clock_map.png
Bar = 100 µm.
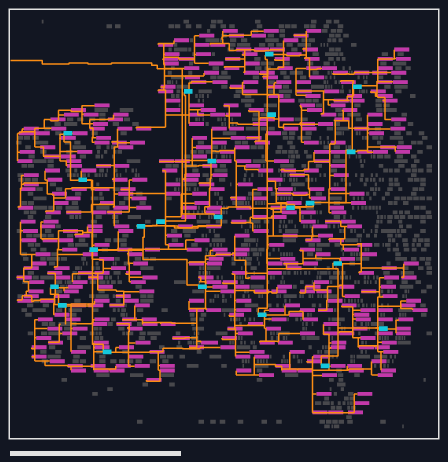
wire_density.png
The die is cut into 25 by 25 equal tiles; dark blue is low, red is high, scaled to the fullest tile. Values are wire area over tile area, all layers added.
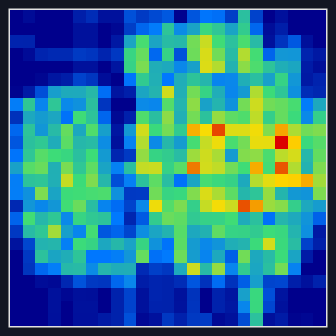
cell_classes.png
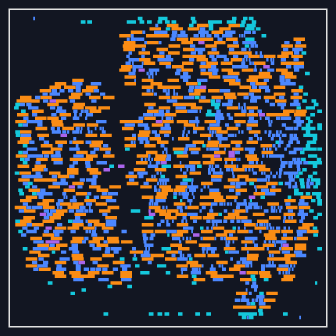
Design instr_bundle_encoder_flat, sky130hd; sources not shown.
==> results.txt <==
flow finished, numbers: first-pass GRT wire length 81.34 mm, max_cap viols 5, Worst Setup End Kind output port, failing checks capacitance limit, slew limit, Max Freq 176.3 MHz, async set-reset flop share out of synthesis 1.000, gate family responsible for the most delay along the worst path buffers and inverters, Slew HR -0.8912, Core Footprint 58360 µm², ys flop type dfrtp_1, number of OpenROAD warnings 35, worst hold slack 481.6 ps, # port buffers 172, area taken by flip-flops and latches 11340 µm², layout cells sized above 1 0.2191, Comb area 8373 µm², vias in the first global route 13390, critical-path cell list dlygate4sd3_1 -> nor4b_1 -> buf_4 -> o21ai_0 -> clkdlybuf4s50_1, CP Depth 5, setup violators final 0, Worst-Margin Slew 2837 ps, max-slew violations 347, Register-to-Register Path Depth 6, DP Cell Count 2414, routed vias 12680, RSZ-0062 raised after global routing false, Post-DRT Antenna Nets 0, yosys cell count 1569, largest net degree at the start of global routing 119, power density over cell area 322.1 nW/µm², Mapped Area 20280 µm², Seq/Total Area, Yosys 0.5590, mean area per synthesized cell 12.93 µm², Max clock buf depth 3, endpoints failing hold 0, drt first pass iters 7, root buffer cell clkbuf_8, Crit-path slowest cell dlygate4sd3_1, Buf/Inv on CP 3, Worst EP required 4340 ps, P&R area growth vs syn 13.64%, IO Pins 176, CTS Buf Count 22, Max FO, Critical Path 4, Hold Path Class flip-flop to flip-flop, Worst Hold Path Cells 1, Tmin final 5673 ps, Crit path arrival time 3810 ps, die height 250.2 µm, VDD IR max 0.0001753 V, synth cell count leaders dfrtp_1 (453), mux2_2 (213), nand2_1 (209), o21ai_0 (156), mux4_2 (94), post-DR vias/cell 5.192, Final TNS setup 0 ps, status complete, but fails checks, die area 62610 µm², Clock Sinks 453, gate count after technology mapping 1569, Top-area cell share 0.5590, non-filler instance count after layout 2442, TritonCTS clock tree yes, CP max stage delay 590 ps, Final Power 7.423 mW, H-tree lvl count 1
About clock_map.png:
legend:
  magenta:
    item: flip-flops
    count: 453
  cyan:
    item: cells driving clock nets
    count: 22
  orange:
    item: clock wires
    length: 5380 µm
routed clock nets: 23
flops lie: all over the die
worst-skew pair later-pin latency: 620 ps
Setup Skew: 50.12 ps
clock power share: 0.168
Power Clock: 1.25 mW

About wire_density.png:
mean over tiles: 0.13
nearly empty tiles: 12%
fullest tile: 0.40
densest ninth of the die: middle right
emptiest ninth of the die: upper left
WL/cell: 21.08 µm
Post-Route WL: 51.47 mm
GRT Util Overall: 0.1637

About cell_classes.png:
legend:
  blue:
    class: all other logic
    cells: 1000
    share_of_their_area: 38%
  cyan:
    class: other buffers and delay cells
    cells: 197
    share_of_their_area: 9.1%
  purple:
    class: clock drivers and dummy loads
    cells: 25
    share_of_their_area: 1.6%
  orange:
    class: flip-flops
    cells: 453
    share_of_their_area: 51%
flop share of the area: 0.4922
Layout Utilization: 0.3949
num rows: 88

[layout make-up]
| cell class | count | share of cell area |
|---|---|---|
| clock buffer | 23 | 0.01374 |
| timing repair buffer | 197 | 0.08687 |
| inverter | 4 | 0.0006515 |
| tap | 765 | 0.04153 |
| antenna | 2 | 0.0002172 |
| clock inverter | 2 | 0.001466 |
| sequential | 453 | 0.4922 |
| multi-input combinational | 996 | 0.3633 |
[power breakdown]
group	switching, mW	total, mW	internal, mW
combinational	1.15	2.39	1.25
clock	0.901	1.25	0.349
sequential	0.378	3.78	3.40
[kinds of logic after synthesis]
group | synth area share
other | 0.0001849
buffers and inverters | 0.02986
adder cells (fa/ha/maj) | 0.005306
multiplexers | 0.2359
AND-OR/OR-AND | 0.06787
XOR/XNOR | 0.01771
flip-flops | 0.5590
AND/OR/NAND/NOR | 0.08422
[per-layer routing]
metal  routed length, µm  global-route usage  part of all wire  vias to the layer above
li1                    -                   -                 -                     5790
met1               23860              0.2307              0.46                     6643
met2               24990              0.2716              0.49                      209
met3                1873             0.02357             0.036                       36
met4                 750             0.03132             0.015                        0
met5                   0                   0                 0                        -
[stage by stage]
step                  util  cell area (µm²)  setup WS (ps)
detailed placement  0.3899            22750          606.5
finish              0.3949            23050          526.8
floorplan                -            20290           1781
global route        0.3949            23050          267.3
CTS                 0.3959            23100          602.2
global placement    0.3899            22750          700.1
[layout by cell type (no fill, tap or decap), types with 3 or more instances in the layout]
cell type	instances
o22a_1	11
clkbuf_1	4
inv_1	5
o21ai_0	156
and4_1	3
nand4_1	21
mux2i_1	11
xor2_1	8
nand2_1	206
a21o_1	14
clkbuf_8	23
dfrtp_1	451
conb_1	3
nand2_4	3
a21oi_1	11
mux2_2	213
nand2b_1	17
and2_1	4
buf_12	9
o21ai_1	18
a22oi_1	19
a31oi_1	3
nor2_1	46
clkdlybuf4s50_1	159
and3_1	17
mux2_1	14
nand3_1	31
mux4_2	94
o31ai_1	4
dlygate4sd3_1	12
xnor2_1	33
buf_4	10
ha_1	7
Power and IR drop assume default switching activity.
